Clock network drawn from the DEF:
Bar = 100 um.
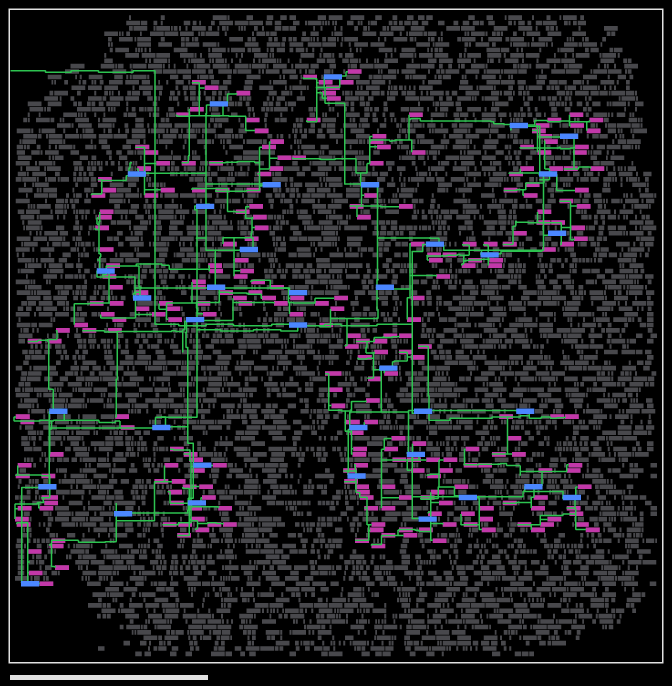
Cell classes on the final placement:
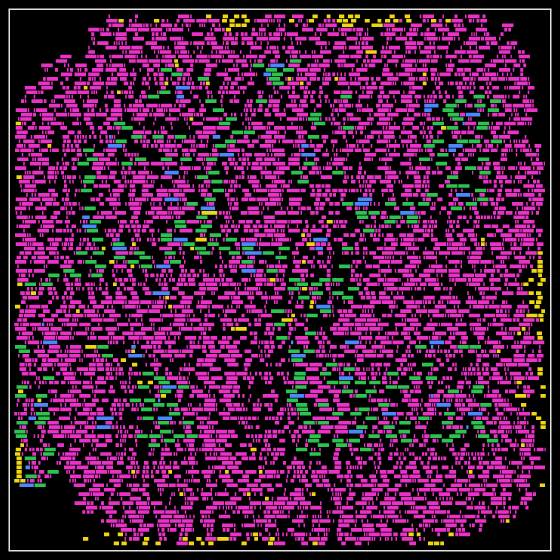
Routed metal, one color a layer:
Bar = 100 um.
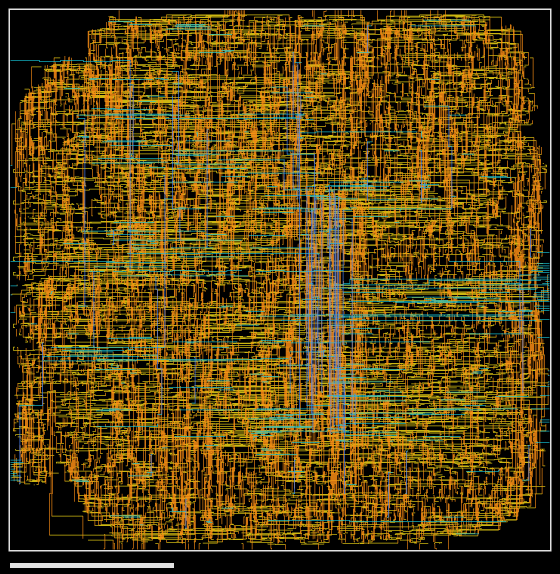
<file path="config.mk">
export PLATFORM = sky130hd
export DESIGN_NAME = dense_fc_engine_flat
export DESIGN_NICKNAME = d
export VERILOG_FILES = /design/src/rtl/dense_fc_engine_if.sv /design/src/rtl/dense_fc_engine.sv /design/src/flat_wrapper.sv
export SDC_FILE = /design/constraint.sdc
export NUM_CORES = 2
export LEC_CHECK = 0
export CAP_MARGIN = 20
export CELL_PAD_IN_SITES_DETAIL_PLACEMENT = 0
export CELL_PAD_IN_SITES_GLOBAL_PLACEMENT = 1
export CORE_MARGIN = 2
export CORE_UTILIZATION = 52
export CTS_CLUSTER_SIZE = 10
export DETAILED_ROUTE_END_ITERATION = 10
export PLACE_DENSITY_LB_ADDON = 0.1
export SLEW_MARGIN = 40
export SYNTH_ARGS = -nofsm -noshare
export SYNTH_HDL_FRONTEND = slang
export SYNTH_SLANG_ARGS = --single-unit
</file>
<file path="constraint.sdc">
create_clock -name clk -period 9.2 [get_ports clk]
set_input_delay 2.3 -clock clk [delete_from_list [all_inputs] [get_ports clk]]
set_output_delay 2.3 -clock clk [all_outputs]
set_load 0.05 [all_outputs]
</file>
<file path="src/rtl/dense_fc_engine_if.sv">
// rtl/dense_fc_engine_if.sv - control, memory and result-stream bundle for dense_fc_engine.
interface dense_fc_engine_if #(
  parameter int ADDR_W = 3,
  parameter int D_W    = 8,
  parameter int W_W    = 8,
  parameter int NOUT   = 3,
  parameter int IDX_W  = 2,
  parameter int OUT_W  = 8
);
  logic                   start;
  logic                   relu_en;
  logic [ADDR_W-1:0]      act_addr;
  logic [D_W-1:0]         act_data;
  logic [ADDR_W-1:0]      wt_addr;
  logic [NOUT*W_W-1:0]    wt_data;
  logic                   busy;
  logic                   out_valid;
  logic                   out_ready;
  logic [IDX_W-1:0]       out_idx;
  logic [OUT_W-1:0]       out_data;
  logic                   done;

  modport master (
    input  start, relu_en, act_data, wt_data, out_ready,
    output act_addr, wt_addr, busy, out_valid, out_idx, out_data, done
  );

  modport slave (
    output start, relu_en, act_data, wt_data, out_ready,
    input  act_addr, wt_addr, busy, out_valid, out_idx, out_data, done
  );
endinterface

</file>
<file path="src/rtl/dense_fc_engine.sv">
// rtl/dense_fc_engine.sv - fully-connected layer engine: NOUT parallel MACs over an IN_CH x IN_H x IN_W buffer.
module dense_fc_engine #(
  parameter int IN_CH = 16,
  parameter int IN_H  = 13,
  parameter int IN_W  = 13,
  parameter int NOUT  = 10,
  parameter int D_W   = 8,
  parameter int W_W   = 8,
  parameter int ACC_W = 24,
  parameter int OUT_W = 8,
  parameter int SHIFT = 0
) (
  input  logic              clk,
  input  logic              rst,
  dense_fc_engine_if.master bus
);
  localparam int N      = IN_CH * IN_H * IN_W;
  localparam int ADDR_W = $clog2(N);
  localparam int IDX_W  = $clog2(NOUT);
  localparam int PROD_W = D_W + W_W;

  localparam logic [ADDR_W-1:0]      LAST_ADDR = ADDR_W'(N - 1);
  localparam logic [IDX_W-1:0]       LAST_IDX  = IDX_W'(NOUT - 1);
  localparam logic signed [ACC_W-1:0] SAT_MAX  = ACC_W'((1 << (OUT_W - 1)) - 1);
  localparam logic signed [ACC_W-1:0] SAT_MIN  = ~SAT_MAX;

  typedef enum logic [1:0] {S_IDLE, S_FETCH, S_DRAIN, S_EMIT} state_t;

  state_t                    state_q, state_d;
  logic [ADDR_W-1:0]         addr_q, addr_d;
  logic                      rd_valid_q, rd_valid_d;
  logic signed [ACC_W-1:0]   acc_q [NOUT];
  logic signed [ACC_W-1:0]   acc_d [NOUT];
  logic signed [PROD_W-1:0]  prod [NOUT];
  logic                      relu_q, relu_d;
  logic                      busy_q, busy_d;
  logic                      out_valid_q, out_valid_d;
  logic [IDX_W-1:0]          out_idx_q, out_idx_d;
  logic [OUT_W-1:0]          out_data_q, out_data_d;
  logic                      done_q, done_d;

  function automatic logic [OUT_W-1:0] post_proc(input logic signed [ACC_W-1:0] acc, input logic relu);
    logic signed [ACC_W-1:0] v;
    v = acc >>> SHIFT;
    if (relu && v[ACC_W-1]) v = '0;
    if (v > SAT_MAX) v = SAT_MAX;
    if (v < SAT_MIN) v = SAT_MIN;
    return OUT_W'(v);
  endfunction

  always_comb begin
    state_d     = state_q;
    addr_d      = addr_q;
    rd_valid_d  = (state_q == S_FETCH);
    acc_d       = acc_q;
    relu_d      = relu_q;
    busy_d      = busy_q;
    out_valid_d = out_valid_q;
    out_idx_d   = out_idx_q;
    out_data_d  = out_data_q;
    done_d      = 1'b0;

    // Memory data trails the address by one cycle, so accumulate on the registered fetch flag.
    for (int n = 0; n < NOUT; n++) begin
      prod[n] = PROD_W'($signed(bus.act_data)) * PROD_W'($signed(bus.wt_data[n*W_W +: W_W]));
      if (rd_valid_q) acc_d[n] = acc_q[n] + ACC_W'(prod[n]);
    end

    case (state_q)
      S_IDLE: begin
        // A start coinciding with the done pulse belongs to the previous pass and is dropped.
        if (bus.start && !done_q) begin
          state_d = S_FETCH;
          addr_d  = '0;
          relu_d  = bus.relu_en;
          busy_d  = 1'b1;
          for (int n = 0; n < NOUT; n++) acc_d[n] = '0;
        end
      end
      S_FETCH: begin
        if (addr_q == LAST_ADDR) state_d = S_DRAIN;
        else                     addr_d  = addr_q + 1'b1;
      end
      S_DRAIN: begin
        state_d     = S_EMIT;
        out_valid_d = 1'b1;
        out_idx_d   = '0;
        out_data_d  = post_proc(acc_d[0], relu_q);
      end
      S_EMIT: begin
        if (bus.out_ready) begin
          if (out_idx_q == LAST_IDX) begin
            out_valid_d = 1'b0;
            busy_d      = 1'b0;
            done_d      = 1'b1;
            state_d     = S_IDLE;
          end else begin
            out_idx_d  = out_idx_q + 1'b1;
            out_data_d = post_proc(acc_q[out_idx_d], relu_q);
          end
        end
      end
      default: state_d = S_IDLE;
    endcase
  end

  always_ff @(posedge clk) begin
    if (!rst) begin
      state_q     <= S_IDLE;
      addr_q      <= '0;
      rd_valid_q  <= 1'b0;
      for (int n = 0; n < NOUT; n++) acc_q[n] <= '0;
      relu_q      <= 1'b0;
      busy_q      <= 1'b0;
      out_valid_q <= 1'b0;
      out_idx_q   <= '0;
      out_data_q  <= '0;
      done_q      <= 1'b0;
    end else begin
      state_q     <= state_d;
      addr_q      <= addr_d;
      rd_valid_q  <= rd_valid_d;
      for (int n = 0; n < NOUT; n++) acc_q[n] <= acc_d[n];
      relu_q      <= relu_d;
      busy_q      <= busy_d;
      out_valid_q <= out_valid_d;
      out_idx_q   <= out_idx_d;
      out_data_q  <= out_data_d;
      done_q      <= done_d;
    end
  end

  assign bus.act_addr  = addr_q;
  assign bus.wt_addr   = addr_q;
  assign bus.busy      = busy_q;
  assign bus.out_valid = out_valid_q;
  assign bus.out_idx   = out_idx_q;
  assign bus.out_data  = out_data_q;
  assign bus.done      = done_q;
endmodule

</file>
<file path="src/flat_wrapper.sv">
// flat-port wrapper written by rule: the top's interface ports become plain ports
module dense_fc_engine_flat 
#(
  parameter int IN_CH = 16,
  parameter int IN_H  = 13,
  parameter int IN_W  = 13,
  parameter int NOUT  = 10,
  parameter int D_W   = 8,
  parameter int W_W   = 8,
  parameter int ACC_W = 24,
  parameter int OUT_W = 8,
  parameter int SHIFT = 0
)
  (clk, rst, bus_start, bus_relu_en, bus_act_data, bus_wt_data, bus_out_ready, bus_act_addr, bus_wt_addr, bus_busy, bus_out_valid, bus_out_idx, bus_out_data, bus_done);
  dense_fc_engine_if #(.ADDR_W(3), .D_W(D_W), .W_W(W_W), .NOUT(NOUT), .IDX_W(2), .OUT_W(OUT_W)) bus_i ();
  input  logic clk;
  input  logic rst;
  input wire logic [$bits(bus_i.start)-1:0] bus_start;
  input wire logic [$bits(bus_i.relu_en)-1:0] bus_relu_en;
  input wire logic [$bits(bus_i.act_data)-1:0] bus_act_data;
  input wire logic [$bits(bus_i.wt_data)-1:0] bus_wt_data;
  input wire logic [$bits(bus_i.out_ready)-1:0] bus_out_ready;
  output wire logic [$bits(bus_i.act_addr)-1:0] bus_act_addr;
  output wire logic [$bits(bus_i.wt_addr)-1:0] bus_wt_addr;
  output wire logic [$bits(bus_i.busy)-1:0] bus_busy;
  output wire logic [$bits(bus_i.out_valid)-1:0] bus_out_valid;
  output wire logic [$bits(bus_i.out_idx)-1:0] bus_out_idx;
  output wire logic [$bits(bus_i.out_data)-1:0] bus_out_data;
  output wire logic [$bits(bus_i.done)-1:0] bus_done;
  assign bus_i.start = bus_start;
  assign bus_i.relu_en = bus_relu_en;
  assign bus_i.act_data = bus_act_data;
  assign bus_i.wt_data = bus_wt_data;
  assign bus_i.out_ready = bus_out_ready;
  assign bus_act_addr = bus_i.act_addr;
  assign bus_wt_addr = bus_i.wt_addr;
  assign bus_busy = bus_i.busy;
  assign bus_out_valid = bus_i.out_valid;
  assign bus_out_idx = bus_i.out_idx;
  assign bus_out_data = bus_i.out_data;
  assign bus_done = bus_i.done;
  dense_fc_engine #(.IN_CH(IN_CH), .IN_H(IN_H), .IN_W(IN_W), .NOUT(NOUT), .D_W(D_W), .W_W(W_W), .ACC_W(ACC_W), .OUT_W(OUT_W), .SHIFT(SHIFT)) u_core (.clk(clk), .rst(rst), .bus(bus_i));
endmodule
</file>
==> summary.txt <==
The implementation run finished. The synthesized design contains 0 enable-type register cells. Per the post-place timing report, worst setup slack is 270 ps. The area recorded from the Yosys report for this design is 54900 um2. STA classifies the critical path endpoint as a register. Count of non-CTS buffers in the layout landed at 173. Fill cell instance count of the final layout landed at 9658. Clock buffer count landed at 55. Tracing the worst setup path back leads to its startpoint at bus_wt_data[2]. In this run the cell area measured after placement is 57500 um2. For the worst min-delay path, the startpoint reported by OpenROAD is u_core.acc_q[66].

Hold buffer count at cts landed at 0. The worst hold path passes through 2 cells. Met2 layer usage reported by global route landed at 45.3%. After clock tree synthesis, the clock-pin slew on the worst setup and hold paths is 60 ps. Number of DRC violations after detailed routing landed at 0. The design has 271 sequential cells. Number of cells produced by synthesis landed at 5928. The setup path with the least slack is of type input pin to register. Hold violation count in the final report landed at 0. Hold timing on the final database bottoms out at a slack of 483 ps. Number of resized instances in the post-cts repair step landed at 0.

Final worst slack landed at 786 ps. Yosys reported a register bit count of 271. The slowest stage of the critical path is the fa_1 cell. Met3 capacity usage during global routing landed at 2.80%.

Across the run, the number of max-cap violations was 0. Area share of xor/xnor cells in the synthesized design landed at 3.22%. In the layout the commonest cells are inv_1 (1406), fa_1 (1040), ha_1 (547). Met1 global-route usage landed at 39.5%. The most common logic cell in the final layout is inv_1. Met2 layer wire length in the routed design landed at 67.2 mm. Worst-case reg-to-reg path depth landed at 20.

In this run the layout overhead on the synthesized area is reported as 7.11%. Looking at the max-slew report, the worst-margin pin has a slew of 840 ps.

Setup repair after global routing left no endpoint under its margin. After synthesis the cells add up to 54900 um2. The floorplan step set the die width to 329 um. Ranked by instance count, the synthesized netlist is headed by inv_1 (1406), fa_1 (1040), ha_1 (548), nand2_1 (422), nor2_1 (359). The via count of the first global-routing pass is 40.7k. Of all nets on the critical path, the largest fanout is 8. The signal on the critical path passes through clkdlybuf4s50_1 > nand2_1 > fa_1 > fa_1 > inv_1 > fa_1 > fa_1 > ha_1 > ha_1 > a21oi_1 > o21ai_0 > nor3b_1 > o21ai_0 > nor3b_1 > o21ai_0 > nor3_1 > nand4_1 > a21o_1 > o31a_1.

TritonCTS built the clock tree. OpenROAD emitted warnings numbering 55. Number of library cell types mapped by synthesis landed at 95. According to the hold report, the worst path is of the register to register type. Each instance of the synthesized netlist takes up on average 9.26 um2. Adder-cell share of the synthesized area landed at 50.4%. Final weighted congestion in routability-driven placement landed at 0.899. Register-to-register setup slack landed at 3060 ps. For this sky-water flow run, the detailed-routed wirelength per cell is reported as 19.4 um. In this run the tool buffered the top-level ports with 111 buffer cells. Routed length on met3 landed at 7.16 mm. After clock tree synthesis, the setup repair step added 0 buffers. Clock tree synthesis found a total of 271 sinks. Per the post-synthesis report, the nets total 7609. Number of buffers added by the clock tree synthesis step landed at 37. In the final report, the number of pins over their slew limit comes to 0. Post-synth the commonest register cell is dfxtp_1. Looking at the global route congestion table, the highest-usage layer is met2. The final report lists the setup-violating endpoint count as 0.

Sequential fraction of the synthesis area landed at 9.88%. For this run, the detailed router's first-pass iteration total came to 5. The flow ran to the end, and the final reports show no timing, DRC or antenna violations. Final cycle utilization of the critical path landed at 91.5%. The root buffer cell chosen for the clock tree is clkbuf_16. The clock period could shrink to 8410 ps. Sum of net half-perimeters after detailed placement landed at 118 mm.
## Picture notes: 'clock network drawn from the DEF'
[green] clock wires | length: 5080 um
[magenta] flip-flops | count: 271
[blue] clock-net drivers | count: 37
routed clock nets: 38
Worst Clk Skew: 16.3 ps
clock latency on the worst-skew pair: 570 ps

## Picture notes: 'cell classes on the final placement'
[yellow] remaining buffers and delay cells | cells: 173
[blue] clock drivers and dummy loads | cells: 62
[green] sequential cells | cells: 271
[magenta] remaining logic cells | cells: 5457
Post-Layout Inst Area: 58800 um2
core area: 105000 um2
register fraction of the total cell area: 9.24%
Final Util: 56.0%
number of rows in the core area: 119

## Picture notes: 'routed metal, one color a layer'
[cyan] M3 | wire length: 7160 um
[yellow] M1 | wire length: 64.7 mm
[orange] M2 | wire length: 67.2 mm
[blue] M4 | wire length: 3690 um
WL final: 143 mm
aggregate global-route resource usage: 27.6%

-- flip-flops by register name (all words and copies together) (netlist names) --
name	cells
u_core.bus.done	1
u_core.bus.busy	1
u_core.state_q	2
u_core.rd_valid_q	1
u_core.out_idx_q	4
u_core.acc_q	240
u_core.bus.out_data	8
u_core.addr_q	12
u_core.relu_q	1
u_core.bus.out_valid	1
